==> config.mk <==
export PLATFORM = sky130hd
export DESIGN_NAME = tx_pkt_arb
export DESIGN_NICKNAME = d
export VERILOG_FILES = /design/src/rtl/tx_engine_pkg.sv /design/src/rtl/tx_rr_sel.sv /design/src/rtl/tx_pkt_arb.sv
export SDC_FILE = /design/constraint.sdc
export NUM_CORES = 1
export LEC_CHECK = 0
export CELL_PAD_IN_SITES_DETAIL_PLACEMENT = 1
export CELL_PAD_IN_SITES_GLOBAL_PLACEMENT = 2
export CORE_MARGIN = 2
export CORE_UTILIZATION = 19
export DETAILED_ROUTE_END_ITERATION = 12
export PLACE_DENSITY_LB_ADDON = 0.15
export SLEW_MARGIN = 10
export SYNTH_ARGS = -nofsm -noshare
export SYNTH_HDL_FRONTEND = slang
export SYNTH_SLANG_ARGS = --single-unit
==> constraint.sdc <==
create_clock -name clk_i -period 2 [get_ports clk_i]
set_clock_uncertainty 0.15 [all_clocks]
set_input_delay 0.2 -clock clk_i [delete_from_list [all_inputs] [get_ports clk_i]]
set_output_delay 0.2 -clock clk_i [all_outputs]
set_load 0.1 [all_outputs]
==> src/rtl/tx_engine_pkg.sv <==
// Shared types and helpers for the transmit engine.
// Holds source indices, the arbiter state encoding and the round-robin pick function.
package tx_engine_pkg;

  localparam int TX_DIR_CPU  = 0;
  localparam int TX_DIR_GEN  = 1;
  localparam int TX_DIR_LOOP = 2;
  localparam int TX_DIR_MAX  = 8;

  typedef enum logic [1:0] {
    IDLE,
    XFER,
    GAP
  } tx_arb_state_t;

  // One-hot pick of the first requester strictly after 'last', wrapping modulo n.
  function automatic logic [TX_DIR_MAX-1:0] rr_pick(
    input logic [TX_DIR_MAX-1:0] req,
    input logic [2:0]            last,
    input int                    n
  );
    logic [TX_DIR_MAX-1:0] onehot;
    logic                  found;
    logic [2:0]            idx;
    int                    s;
    onehot = '0;
    found  = 1'b0;
    for (int i = 1; i <= TX_DIR_MAX; i++) begin
      if (i <= n) begin
        s = int'(last) + i;
        if (s >= n) s = s - n;
        idx = 3'(s);
        if (!found && req[idx]) begin
          onehot[idx] = 1'b1;
          found       = 1'b1;
        end
      end
    end
    return onehot;
  endfunction

endpackage

==> src/rtl/tx_rr_sel.sv <==
// Combinational round-robin picker: request vector plus last grant -> next grant index.
// Only meaningful when any_o is high; idx_o is 0 otherwise.
module tx_rr_sel
  import tx_engine_pkg::*;
#(
  parameter int N     = 2,
  parameter int IDX_W = (N > 1) ? $clog2(N) : 1
) (
  input  logic [N-1:0]     req_i,
  input  logic [IDX_W-1:0] last_i,
  output logic [IDX_W-1:0] idx_o,
  output logic             any_o
);

  logic [TX_DIR_MAX-1:0] req_ext;
  logic [TX_DIR_MAX-1:0] onehot;

  always_comb begin
    req_ext        = '0;
    req_ext[N-1:0] = req_i;
    onehot         = rr_pick(req_ext, 3'(last_i), N);
    idx_o          = '0;
    for (int k = 0; k < TX_DIR_MAX; k++) begin
      if (onehot[k] && (k < N)) idx_o = IDX_W'(k);
    end
  end

  assign any_o = |req_i;

endmodule

==> src/rtl/tx_pkt_arb.sv <==
// Packet-granular round-robin arbiter merging several TX source streams into one,
// with a programmable inter-packet idle gap, per-source packet counters and a sticky error flag.
module tx_pkt_arb
  import tx_engine_pkg::*;
#(
  parameter int TX_DIR_CNT = 2,
  parameter int DATA_W     = 64,
  parameter int EMPTY_W    = 3,
  parameter int CNT_W      = 32,
  parameter int GAP_W      = 4
) (
  input  logic                          clk_i,
  input  logic                          rst_n_i,
  input  logic [TX_DIR_CNT*DATA_W-1:0]  src_data_i,
  input  logic [TX_DIR_CNT*EMPTY_W-1:0] src_empty_i,
  input  logic [TX_DIR_CNT-1:0]         src_sop_i,
  input  logic [TX_DIR_CNT-1:0]         src_eop_i,
  input  logic [TX_DIR_CNT-1:0]         src_val_i,
  output logic [TX_DIR_CNT-1:0]         src_ready_o,
  output logic [DATA_W-1:0]             tx_data_o,
  output logic [EMPTY_W-1:0]            tx_empty_o,
  output logic                          tx_sop_o,
  output logic                          tx_eop_o,
  output logic                          tx_val_o,
  input  logic                          tx_ready_i,
  input  logic [GAP_W-1:0]              gap_len_i,
  input  logic [TX_DIR_CNT-1:0]         src_en_i,
  input  logic                          cnt_clr_i,
  output logic [TX_DIR_CNT*CNT_W-1:0]   pkt_cnt_o,
  output logic                          proto_err_o
);

  localparam int              IDX_W    = (TX_DIR_CNT > 1) ? $clog2(TX_DIR_CNT) : 1;
  localparam logic [IDX_W-1:0] LAST_RST = IDX_W'(TX_DIR_CNT - 1);

  tx_arb_state_t    state_q, state_d;
  logic [IDX_W-1:0] grant_q, grant_d;
  logic [IDX_W-1:0] last_q, last_d;
  logic [GAP_W-1:0] gap_q, gap_d;
  logic             first_q, first_d;
  logic             err_q, err_d;
  logic [CNT_W-1:0] cnt_q [TX_DIR_CNT];
  logic [CNT_W-1:0] cnt_d [TX_DIR_CNT];

  logic [TX_DIR_CNT-1:0] req;
  logic [TX_DIR_CNT-1:0] garbage;
  logic [IDX_W-1:0]      pick_idx;
  logic                  any_req;

  logic [DATA_W-1:0]  g_data;
  logic [EMPTY_W-1:0] g_empty;
  logic               g_sop;
  logic               g_eop;
  logic               g_val;

  assign req     = src_val_i & src_sop_i & src_en_i;
  // Non-sop words seen while idle belong to no packet and are drained as errors.
  assign garbage = src_val_i & ~src_sop_i;

  tx_rr_sel #(
    .N     (TX_DIR_CNT),
    .IDX_W (IDX_W)
  ) u_rr_sel (
    .req_i  (req),
    .last_i (last_q),
    .idx_o  (pick_idx),
    .any_o  (any_req)
  );

  always_comb begin
    g_data  = '0;
    g_empty = '0;
    g_sop   = 1'b0;
    g_eop   = 1'b0;
    g_val   = 1'b0;
    for (int k = 0; k < TX_DIR_CNT; k++) begin
      if (grant_q == IDX_W'(k)) begin
        g_data  = src_data_i[k*DATA_W +: DATA_W];
        g_empty = src_empty_i[k*EMPTY_W +: EMPTY_W];
        g_sop   = src_sop_i[k];
        g_eop   = src_eop_i[k];
        g_val   = src_val_i[k];
      end
    end
  end

  always_comb begin
    state_d     = state_q;
    grant_d     = grant_q;
    last_d      = last_q;
    gap_d       = gap_q;
    first_d     = first_q;
    err_d       = err_q;
    cnt_d       = cnt_q;
    src_ready_o = '0;
    tx_data_o   = '0;
    tx_empty_o  = '0;
    tx_sop_o    = 1'b0;
    tx_eop_o    = 1'b0;
    tx_val_o    = 1'b0;

    unique case (state_q)
      IDLE: begin
        src_ready_o = garbage;
        if (|garbage) err_d = 1'b1;
        if (any_req) begin
          grant_d = pick_idx;
          first_d = 1'b1;
          state_d = XFER;
        end
      end

      XFER: begin
        tx_data_o  = g_data;
        tx_empty_o = g_empty;
        tx_sop_o   = g_sop;
        tx_eop_o   = g_eop;
        tx_val_o   = g_val;
        for (int k = 0; k < TX_DIR_CNT; k++) begin
          if (grant_q == IDX_W'(k)) src_ready_o[k] = tx_ready_i;
        end
        if (g_val && tx_ready_i) begin
          first_d = 1'b0;
          if (g_sop && !first_q) err_d = 1'b1;
          if (g_eop) begin
            for (int k = 0; k < TX_DIR_CNT; k++) begin
              if (grant_q == IDX_W'(k)) cnt_d[k] = cnt_q[k] + 1'b1;
            end
            last_d = grant_q;
            if (gap_len_i == '0) begin
              state_d = IDLE;
            end else begin
              gap_d   = gap_len_i;
              state_d = GAP;
            end
          end
        end
      end

      GAP: begin
        if (gap_q <= GAP_W'(1)) state_d = IDLE;
        else                    gap_d   = gap_q - 1'b1;
      end

      default: state_d = IDLE;
    endcase

    // Clear takes priority over a same-cycle increment or error.
    if (cnt_clr_i) begin
      for (int k = 0; k < TX_DIR_CNT; k++) cnt_d[k] = '0;
      err_d = 1'b0;
    end
  end

  always_ff @(posedge clk_i or negedge rst_n_i) begin
    if (!rst_n_i) begin
      state_q <= IDLE;
      grant_q <= '0;
      last_q  <= LAST_RST;
      gap_q   <= '0;
      first_q <= 1'b0;
      err_q   <= 1'b0;
      for (int k = 0; k < TX_DIR_CNT; k++) cnt_q[k] <= '0;
    end else begin
      state_q <= state_d;
      grant_q <= grant_d;
      last_q  <= last_d;
      gap_q   <= gap_d;
      first_q <= first_d;
      err_q   <= err_d;
      cnt_q   <= cnt_d;
    end
  end

  always_comb begin
    for (int k = 0; k < TX_DIR_CNT; k++) pkt_cnt_o[k*CNT_W +: CNT_W] = cnt_q[k];
  end

  assign proto_err_o = err_q;

endmodule

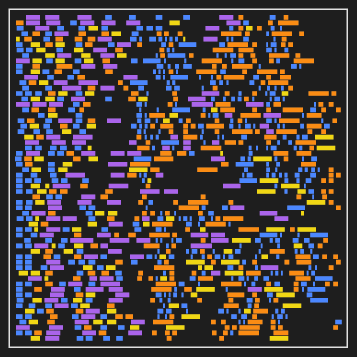
Fig. 1. Sizing map (run 1).
(2 px per um)
size	color	cells	most used
drive 1 or less	blue	464	clkdlybuf4s50_1
drive 3 to 4	orange	288	buf_4
drive 6 and up	purple	123	buf_12
drive 2	yellow	107	mux2i_2

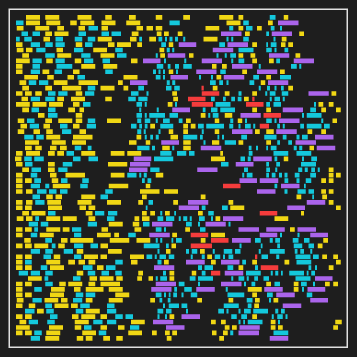
Fig. 2. Placed cells, one color a class (run 1).
(2 px per um)
class	color	cells	share of their area
clock drivers and dummy loads	red	16	2.8%
all other logic	cyan	484	37%
flip-flops	purple	74	18%
other buffers and delay cells	yellow	408	42%
placeable core region: 26,700 um2
row count: 60
cell area after layout: 11,800 um2
sequential cell area share: 17.1%

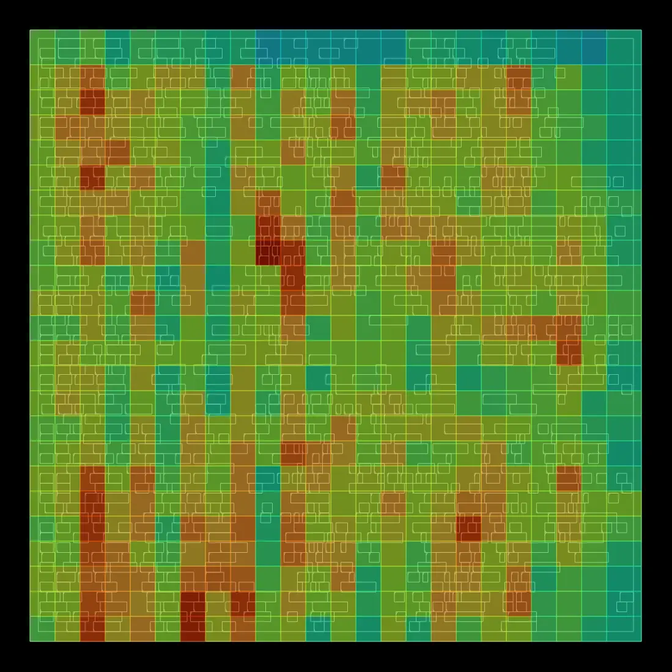
Fig. 3. Congestion heat map (run 1).
busiest metal layer after global routing: met2
met3 capacity usage during global routing: 5.67%

==> run notes, run 1 <==
Update from the flow run.

Endpoints with negative setup slack in the final report add up to 60. Max-cap violations in this run came to 0. The final reports fail on setup timing. The largest buffer count on any clock path is 2. The cell-mix breakdown from Yosys lists the adder-cell area share as less than 1%. The utilization of the core after routing is between 40% and 50%. The biggest area consumer among synthesized cells is dfrtp_1. The count of different cell masters after synthesis is 52. The arrival time of the worst setup path is between 1.5 and 2 ns. TritonCTS built the clock tree. The switching power as a share of total power is 51.9%. The number of antenna violations at the first check in global routing was 1.

The power drawn by the clock network is 1.80 mW. In the synthesized netlist the dominant register cell turns out to be dfrtp_1. For the combinational group, total power comes out at 12.6 mW.

The area fraction of the dominant cell type after synthesis is a little over a third. The placement report lists the number of port buffers as approximately 290. The first-pass GRT wire length is ~40 mm. For reference, the top cells by count after synthesis are nor2_1 (140), dfrtp_1 (73), mux2i_1 (70).

After detailed routing, the total wire length is ~27 mm. The timing startpoint of the critical path is grant_q. The clock latency at the later pin of the worst-skew pair is between 0.3 and 0.4 ns. The total net switching power is roughly 8.4 mW. Compared with the post-synthesis result, the final layout area differs by 131%. The run finished, with violations left. Per the final timing report, the hold violations number 0. The transition at the pin with the smallest max-transition slack is approximately 0.55 ns. The worst setup path is captured at an output port. The cell internal power dissipation is between 7 and 8 mW. The data required time at the worst endpoint is 1.65 ns. Buffers inserted to repair hold after CTS numbered 1.

The worst setup path is launched from a flop. The type of the worst min-delay path is in -> async. Sequential cells consume a total of about 1.7 mW.

The critical path in the final layout is reported with a setup slack of -0.0709 ns. The main area contributors are dfrtp_1 (36%), mux2i_1 (14%), nor2_1 (10%). The setup slack of the most critical reg-to-reg path is -0.05 ns. Registers are responsible for 10.5% of the overall power. The peak clock frequency supported by timing is approximately 0.48 GHz. The routed length per instance is 20.1 um. The worst IR drop on VDD is 0.00120 V. The fraction of the mapped netlist area in compound gates is about 5%. The synthesis report gives the async set-or-reset register share as 100%. The report lists the power per cell area as 1360 nW/um2.

Setup repair after global routing could not meet its margin everywhere.
[run 1: state kept, by name (all words and copies together) (netlist names)]
register     count
proto_err_o      1
pkt_cnt_o       64
last_q           1
first_q          1
gap_q            4
grant_q          1
state_q          2
[run 1: placed cells by master, fill, tap and decap left out, drive strengths merged, types with 16 or more instances in the layout]
cell type      instances
nand4                 25
nor4                  22
nand3                 30
clkbuf                16
nor2                 140
xnor2                 34
buf                  257
dfrtp                 73
nand2                 34
xor2                  20
clkdlybuf4s50        147
mux2i                 70
[run 1: metrics by stage]
step | cells | hold WS (ns)
global placement | 1260 | 0.0607
CTS | 1297 | 0.238
detailed placement | 1260 | 0.0577
global route | 1323 | 0.259
finish | 1323 | 0.225
floorplan | 591 | -0.246
[run 1: layout make-up]
type | instances | area (um2)
Clock inverter | 2 | 60.1
Inverter | 12 | 45.0
Tap cell | 341 | 427
Timing Repair Buffer | 408 | 4790
Multi-Input combinational cell | 472 | 4220
Sequential cell | 74 | 2020
Fill cell | 2885 | 14900
Clock buffer | 14 | 264
[run 1: routing by layer]
metal	global-route usage, %	up-vias	routed length [um]
met2	34.8	192	14600
met3	5.67	20	1810
met4	4.24	2	376
li1	-	2839	-
met1	19.2	3018	9790
met5	0	-	13
[run 1: worst max-delay path, stage by stage, from the launching register on]
cell     delay, ns
dfrtp_4       0.50
buf_16        0.24
mux2i_2       0.27
buf_4         0.15
nor2_4        0.03
buf_12        0.16
[run 1: kinds of logic (layout without fill, tap and decap cells)]
logic type	after synthesis	count (layout)
simple gates	303	304
flops	74	74
mux	70	70
xor+xnor	54	54
buf+inv	46	436
compound gates	40	40
fa+ha+maj	4	4
Fig. 4: run 1, a small window of the routed layout
Window x 30 to 55, y 114 to 139 um. Cells in gray, sequential cells in the stronger gray; small squares are vias.
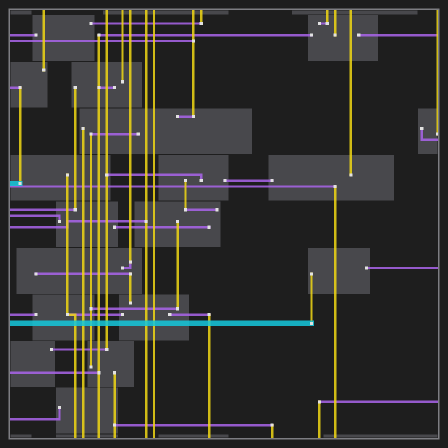

==> run 2, diff against run 1 <==
--- a/config.mk
+++ b/config.mk
@@ -5,12 +5,12 @@
 export SDC_FILE = /design/constraint.sdc
 export NUM_CORES = 1
 export LEC_CHECK = 0
-export CELL_PAD_IN_SITES_DETAIL_PLACEMENT = 1
-export CELL_PAD_IN_SITES_GLOBAL_PLACEMENT = 2
 export CORE_MARGIN = 2
-export CORE_UTILIZATION = 19
+export CORE_UTILIZATION = 36
+export CTS_CLUSTER_SIZE = 14
 export DETAILED_ROUTE_END_ITERATION = 12
 export PLACE_DENSITY_LB_ADDON = 0.15
+export RECOVER_POWER = 50
 export SLEW_MARGIN = 10
 export SYNTH_ARGS = -nofsm -noshare
 export SYNTH_HDL_FRONTEND = slang
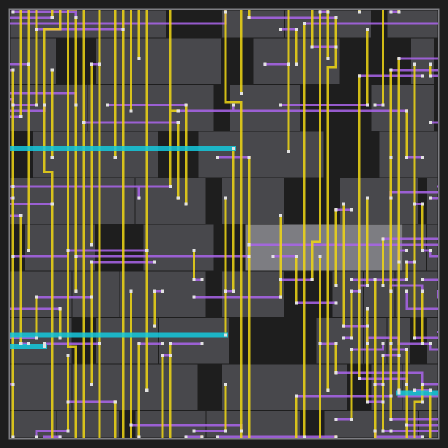
Fig. 5. A small window of the routed layout (run 2).
Window x 18 to 43, y 80 to 105 um. Cells in gray, sequential cells in the stronger gray; small squares are vias.
layer	color
met3	cyan
met2	yellow
met1	purple
sequential cells in the window	1
most frequent	nor2_4 (8), clkdlybuf4s50_1 (8), buf_12 (7)
netlist names of flops here include	gap_q (1)
cells with their middle in the window	46

==> run 2 against run 1 <==
  * The run still ends with setup timing left
  * Maximum frequency shrank 3.2%
  * First-iteration DRC count grew 150%
  * Die area shrank 46%
  * Via count grew 1.9%
  * Worst hold slack gained 0.016 ns
  * Register-to-register slack lost 0.03 ns
  * Critical path depth grew 1
  * Critical path type unchanged
  * Largest cell class unchanged
==> run notes, run 2 <==
Update from the flow run.

Top cells by count: nor2_1 (140), dfrtp_1 (73), mux2i_1 (70) (unchanged). The part of the cycle the worst path needs came to 107% (was 104%). The instance area at placement was 9840 um2 (was 10,200 um2).

The number of violations of the max-capacitance limit is 0 (unchanged). The wire length on met2 is 13.0 mm (was 14.6 mm). The clock period minus worst slack is 2.14 ns (was 2.07 ns). The worst IR drop on VDD is 0.00130 V (was 0.00120 V).

The number of setup violations in the final report is 78 (was 60). The fraction of registers with async set/reset came to 100% (unchanged). The H-tree depth is 3 (unchanged). The hold slack came to 0.241 ns (was 0.225 ns).

The data required time at the worst endpoint is 1.65 ns (about the same). Most instantiated logic cells after routing: clkdlybuf4s50_1 (146), buf_4 (119), buf_12 (80) (was buf_4 (148), clkdlybuf4s50_1 (147), buf_12 (86)). The power density over cell area is 1380 nW/um2 (was 1360 nW/um2). The total net switching power is 8.24 mW (was 8.37 mW). The pin count of the biggest net entering global routing is 75 (was 67). The remaining antenna violation count came to 0 (unchanged). Result of the run: finished with violations (unchanged). The highest-delay cell along the critical path is dfrtp_4 (unchanged). The main flop type is dfrtp_1 (unchanged). The slack of the critical path is -0.139 ns (was -0.0709 ns).

The sort of element at the end of the critical path is an output port (unchanged). The combined area of all synthesized cells is 5130 um2 (unchanged). The largest family of logic cells by area is simple AND/OR/NAND/NOR gates (unchanged).

The number of antenna violations at the first check in global routing is 0 (was 1). The core footprint is 13,900 um2 (was 26,700 um2). The number of antenna diodes is 0 (unchanged). The type of the worst min-delay path is in -> reg (was in -> async).

Unrepaired setup endpoints after global routing: yes (unchanged). The largest buffer count on any clock path is 2 (unchanged). The top logic cell by instance count in the layout is clkdlybuf4s50_1 (was buf_4).

The cell repeated most along the worst path is buf_12. The clock tree from TritonCTS is built (unchanged). Failing checks: setup timing (unchanged).

The count of vias placed by the detailed router came to 6,188 (was 6,071). The transition at the pin with the smallest max-transition slack was 1.05 ns (was 0.547 ns). The first-pass GRT wire length was 33.5 mm (was 39.5 mm). The cell area after layout was 11,300 um2 (was 11,800 um2). The maximum cell stage delay along the critical path came to 0.49 ns (was 0.50 ns). Chain of cells forming the critical path: buf_12 -> buf_12 -> buf_12 -> mux2i_4 -> nor2_4 -> buf_12 (was buf_16 -> mux2i_2 -> buf_4 -> nor2_4 -> buf_12).

The floorplan die area is 15,200 um2 (was 28,300 um2). The routed length per instance is 20.6 um (was 20.1 um). The post-synthesis net count was 745 (unchanged). The top routing layer in use was met4 (was met5). The number of warnings in the stage logs is 30 (unchanged). The cell internal power dissipation is 7.32 mW (was 7.76 mW). The growth of design area from synthesis to finish is 120% (was 131%). The peak clock frequency supported by timing was 0.468 GHz (was 0.483 GHz). The site row count is 43 (was 60). The number of port buffers is 286 (unchanged). The clock root buffer is clkbuf_16 (unchanged).

Leading post-synthesis cells by cell area: dfrtp_1 (36%), mux2i_1 (14%), nor2_1 (10%) (unchanged). The number of flip-flops under the largest register name is 64 (unchanged). The adder-cell area share of the yosys netlist is 0.976% (unchanged). The count of different cell masters after synthesis came to 52 (unchanged).

The overall routed net length is 23.6 mm (was 26.6 mm). The clock latency at the later pin of the worst-skew pair is 0.34 ns (about the same). The average cell area after synthesis is 8.67 um2 (unchanged). The final-layout fill cell count came to 796 (was 2,885).

The timing startpoint of the critical path is grant_q (unchanged). The wire length the detailed router placed on met1 came to 8.67 mm (was 9.79 mm). The post-synthesis share of cell area spent on and, or, nand and nor gates is 31.3% (unchanged). The sequential share of power is 10.9% (was 10.5%). The switching power as a share of total power came to 52.9% (was 51.9%).

The type of origin of the critical path is a flop (unchanged). The number of pins with negative max-slew slack in the final report is 0 (unchanged). The met3 layer wire length in the routed design is 1.41 mm (was 1.81 mm).

The vertical die dimension came to 123 um (was 168 um). The total routing usage reported by global routing is 28.8% (was 18.1%). The area fraction of the dominant cell type after synthesis was 35.6% (unchanged). The final number of hold-violating endpoints was 0 (unchanged). The fraction of the mapped netlist area in compound gates is 5.00% (unchanged). The biggest area consumer among synthesized cells is dfrtp_1 (unchanged). The arrival time of the worst setup path is 1.79 ns (was 1.72 ns).
## run 2: cell counts after synthesis
No cell type changed its count.
## run 2: cell type report
cell class	count	area [um2]	share of cell area, %
Clock inverter	5	55.1	0.487
Sequential cell	74	2020	17.9
Inverter	12	45.0	0.399
Clock buffer	11	233	2.06
Timing Repair Buffer	394	4520	40.0
Multi-Input combinational cell	471	4200	37.2
Tap cell	180	225	1.99
## run 2: worst paths after layout
check	endpoint	slack [ns]	depth (start not counted)
max	tx_data_o[59]	-0.14	6
min	pkt_cnt_o[29]	0.24	3
max reg2reg	grant_q	-0.08	7
min reg2reg	gap_q[1]	0.40	2
max in group asynchronous	pkt_cnt_o[17]	0.36	3
min in group asynchronous	pkt_cnt_o[22]	0.52	3
## run 2: metal layers
layer	track usage (%)	up-vias
li1	-	2810
met1	33.5	3086
met2	53.0	258
met3	6.18	34
met4	7.95	0
met5	0	-
## run 2: power by group through the flow
stage               clock (mW)  sequential [mW]  combinational, mW
floorplan                    0             1.73               6.72
global placement             0             1.71               10.6
detailed placement           0             1.72               10.7
CTS                       1.61             1.68               11.8
global route              1.68             1.70               12.6
finish                    1.61             1.69               12.3
## run 2: timing repair
item	CTS	global route
endpoints found under the hold margin	73	0
hold buffers	1	0
setup endpoints to repair	76	115
gates cloned	6	3
resized	71	86
buffers inserted	5	32
pin swaps	22	48
## run 2: metrics by stage
step	util [%]	setup WS [ns]	instances
floorplan	-	-0.273	591
finish	81.4	-0.139	1147
detailed placement	70.9	-0.246	1087
global placement	70.9	-0.203	1087
CTS	76.6	-0.160	1115
global route	81.4	-0.171	1147
## run 2: critical path, delay by kind of cell (launching register included)
family | cells | cell delay, ns
multiplexers | 1 | 0.19
AND/OR/NAND/NOR | 1 | 0.13
flip-flops | 1 | 0.49
buffers and inverters | 4 | 0.63
==> run 3, diff against run 2 <==
--- a/config.mk
+++ b/config.mk
@@ -7,7 +7,6 @@
 export LEC_CHECK = 0
 export CORE_MARGIN = 2
 export CORE_UTILIZATION = 36
-export CTS_CLUSTER_SIZE = 14
 export DETAILED_ROUTE_END_ITERATION = 12
 export PLACE_DENSITY_LB_ADDON = 0.15
 export RECOVER_POWER = 50
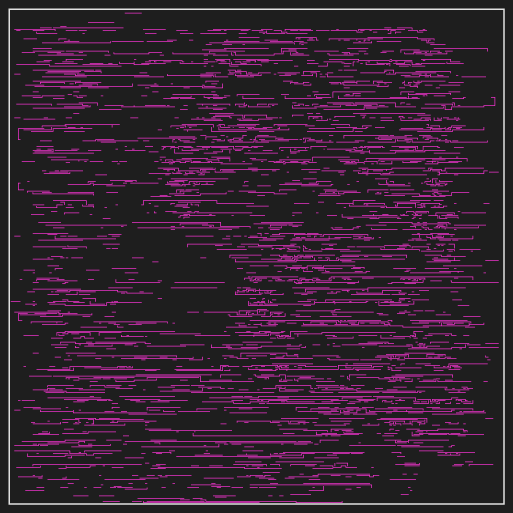
Fig. 6. M1 wires (run 3).
(4 px per um)
longest straight run	42.8 um
nets with wire on the layer	963
main direction	horizontal
share of all routed wire	37%
wire length on this layer	8,670 um

==> run 3 against run 2 <==
  * The flow still finishes with violations (setup timing)
  * Register-to-register slack hardly changed
  * Total power unchanged
  * Worst setup slack did not move
  * Global-route usage unchanged
  * Maximum frequency did not move
  * Via count stayed put
  * Routed wire length unchanged
  * Core utilization is the same
  * Flip-flop count did not move
  * Final area unchanged
  * Die area stayed put
  * Clock-buffer cell count did not move
==> run notes, run 3 <==
Update from the flow run.

The total routing usage reported by global routing is 28.8% (unchanged). The cell internal power dissipation was 7.32 mW (unchanged). The slack of the critical path was -0.139 ns (unchanged). The clock latency at the later pin of the worst-skew pair is 0.34 ns (about the same). The via density per instance is 5.39 (unchanged).

The count of inverters other than clock inverters in the layout was 12 (unchanged). Failing checks: setup timing (unchanged). The part of the cycle the worst path needs is 107% (unchanged). The top logic cell by instance count in the layout is clkdlybuf4s50_1 (unchanged). The pin count of the biggest net entering global routing is 75 (unchanged).

The final-layout fill cell count came to 796 (unchanged). The number of cells on the critical path was 6 (unchanged). The maximum cell stage delay along the critical path came to 0.49 ns (about the same). The highest-delay cell along the critical path is dfrtp_4 (unchanged).

The H-tree depth came to 3 (unchanged). The post-synthesis net count was 745 (unchanged). The overall routed net length is 23.6 mm (unchanged). Result of the run: finished with violations (unchanged). The number of pins with negative max-slew slack in the final report is 0 (unchanged). The type of the worst min-delay path is in -> reg (unchanged).

The routed length per instance is 20.6 um (unchanged). The growth of design area from synthesis to finish is 120% (unchanged). The core footprint is 13,900 um2 (unchanged). The most area-hungry cell class in the final design is non-clock buffers (unchanged). Unrepaired setup endpoints after global routing: yes (unchanged). The worst IR drop on VDD came to 0.00130 V (unchanged).

The average cell area after synthesis is 8.67 um2 (unchanged). The post-layout instance count excluding filler cells was 1,147 (unchanged). The number of stages on the worst hold path is 3 (unchanged). The clock distribution area overhead in the final layout came to 2.55% (unchanged). The number of antenna violations at the first check in global routing is 0 (unchanged).

The final number of hold-violating endpoints is 0 (unchanged). The logic depth of the worst register-to-register path came to 7 (unchanged). The combined area of all synthesized cells is 5130 um2 (unchanged).

The flip-flop and latch count was 74 (unchanged). The peak clock frequency supported by timing is 0.468 GHz (unchanged). The count of different cell masters after synthesis is 52 (unchanged).

The power in combinational cells is 12.3 mW (about the same). The vertical die dimension came to 123 um (unchanged). The remaining antenna violation count is 0 (unchanged). The register area came to 2020 um2 (unchanged).

The count of vias placed by the detailed router is 6,188 (unchanged). The clock root buffer is clkbuf_16 (unchanged). The site row count is 43 (unchanged). The non-clock buffer instance count of the final layout is 394 (unchanged).

The cell repeated most along the worst path is buf_12 (unchanged). The register share of the cell area is 17.9% (unchanged). The largest buffer count on any clock path was 2 (unchanged). The cell class contributing the biggest share of worst-path delay is buffers and inverters (unchanged). The cell area after layout came to 11,300 um2 (unchanged). The total of clock buffers placed in the layout is 11 (unchanged).

The power drawn by the clock network is 1.61 mW (about the same). The clock tree from TritonCTS is built (unchanged). The sequential cell power came to 1.69 mW (about the same). Chain of cells forming the critical path: buf_12 -> buf_12 -> buf_12 -> mux2i_4 -> nor2_4 -> buf_12 (unchanged).

The transition at the pin with the smallest max-transition slack is 1.05 ns (unchanged). The number of antenna diodes was 0 (unchanged). The number of setup violations in the final report is 78 (unchanged). The total net switching power is 8.24 mW (unchanged).

The utilization of the core after routing is 81.4% (unchanged). The number of violations of the max-capacitance limit is 0 (unchanged). The instance area at placement is 9840 um2 (unchanged). The biggest area consumer among synthesized cells is dfrtp_1 (unchanged). The count of multi-input combinational gates is 471 (unchanged). The sort of element at the end of the critical path was an output port (unchanged). The arrival time of the worst setup path was 1.79 ns (about the same). Leading post-synthesis cells by cell area: dfrtp_1 (36%), mux2i_1 (14%), nor2_1 (10%) (unchanged). The buffers plus inverters on the worst setup path is 4 (unchanged). The first-pass GRT wire length was 33.5 mm (unchanged). The fraction of area in multi-input gates came to 37.2% (unchanged). The number of warnings in the stage logs was 30 (unchanged).

The main power-consuming group is combinational cells (unchanged). The fraction of registers with async set/reset is 100% (unchanged). The area fraction of the dominant cell type after synthesis is 35.6% (unchanged).

The number of flip-flops under the largest register name was 64 (unchanged). Most instantiated logic cells after routing: clkdlybuf4s50_1 (146), buf_4 (119), buf_12 (80) (unchanged). The non-clock buffer area fraction after layout is 40.0% (unchanged). The clock period minus worst slack is 2.14 ns (unchanged).

The number of tap cells inserted is 180 (unchanged).
[run 3: cell counts after synthesis]
Identical to the previous run, type by type.
[run 3: cells by family after synthesis]
| family | count (synthesis) | share of synthesized area, % |
|---|---|---|
| flops | 74 | 36.1 |
| fa+ha+maj | 4 | 0.976 |
| mux | 70 | 13.7 |
| buf+inv | 46 | 3.71 |
| simple gates | 303 | 31.3 |
| xor+xnor | 54 | 9.23 |
| compound gates | 40 | 5.00 |
[run 3: worst reg2reg max path, cell delays in order, from the launching register on]
cell and delay (ns):
dfrtp_4 0.49, buf_4 0.18, mux2i_2 0.18, nor2b_4 0.15, buf_4 0.13, a2111oi_4 0.30
nand2_1 0.13, a22o_1 0.25
[run 3: repair_timing]
item,4_1_cts,5_1_grt
resized,71,86
hold buffers,1,0
buffers inserted,5,32
endpoints found under the setup margin,76,115
gates cloned,6,3
pin swaps,22,48
hold endpoints to repair,73,0
[run 3: per-stage QoR]
stage / worst slack [ns] / hold WS [ns]
after floorplan: -0.273 / -0.246
after detailed placement: -0.246 / 0.111
final: -0.139 / 0.241
after global routing: -0.171 / 0.252
after global placement: -0.203 / 0.109
after CTS: -0.160 / 0.222
[run 3: layer usage]
metal | part of all wire [%] | track usage (%) | vias to the layer above
li1 | - | - | 2810
met1 | 37 | 33.5 | 3086
met2 | 55 | 53.0 | 258
met3 | 6.0 | 6.18 | 34
met4 | 2.1 | 7.95 | 0
met5 | 0 | 0 | -
[run 3: final timing paths]
check                      slack (ns)       from            end
min in group asynchronous        0.52    rst_n_i  pkt_cnt_o[22]
min                              0.24  cnt_clr_i  pkt_cnt_o[29]
max                             -0.14    grant_q  tx_data_o[59]
max in group asynchronous        0.36    rst_n_i  pkt_cnt_o[17]
max reg2reg                     -0.08    grant_q        grant_q
min reg2reg                      0.40   gap_q[1]       gap_q[1]
Power and IR drop assume default switching activity.
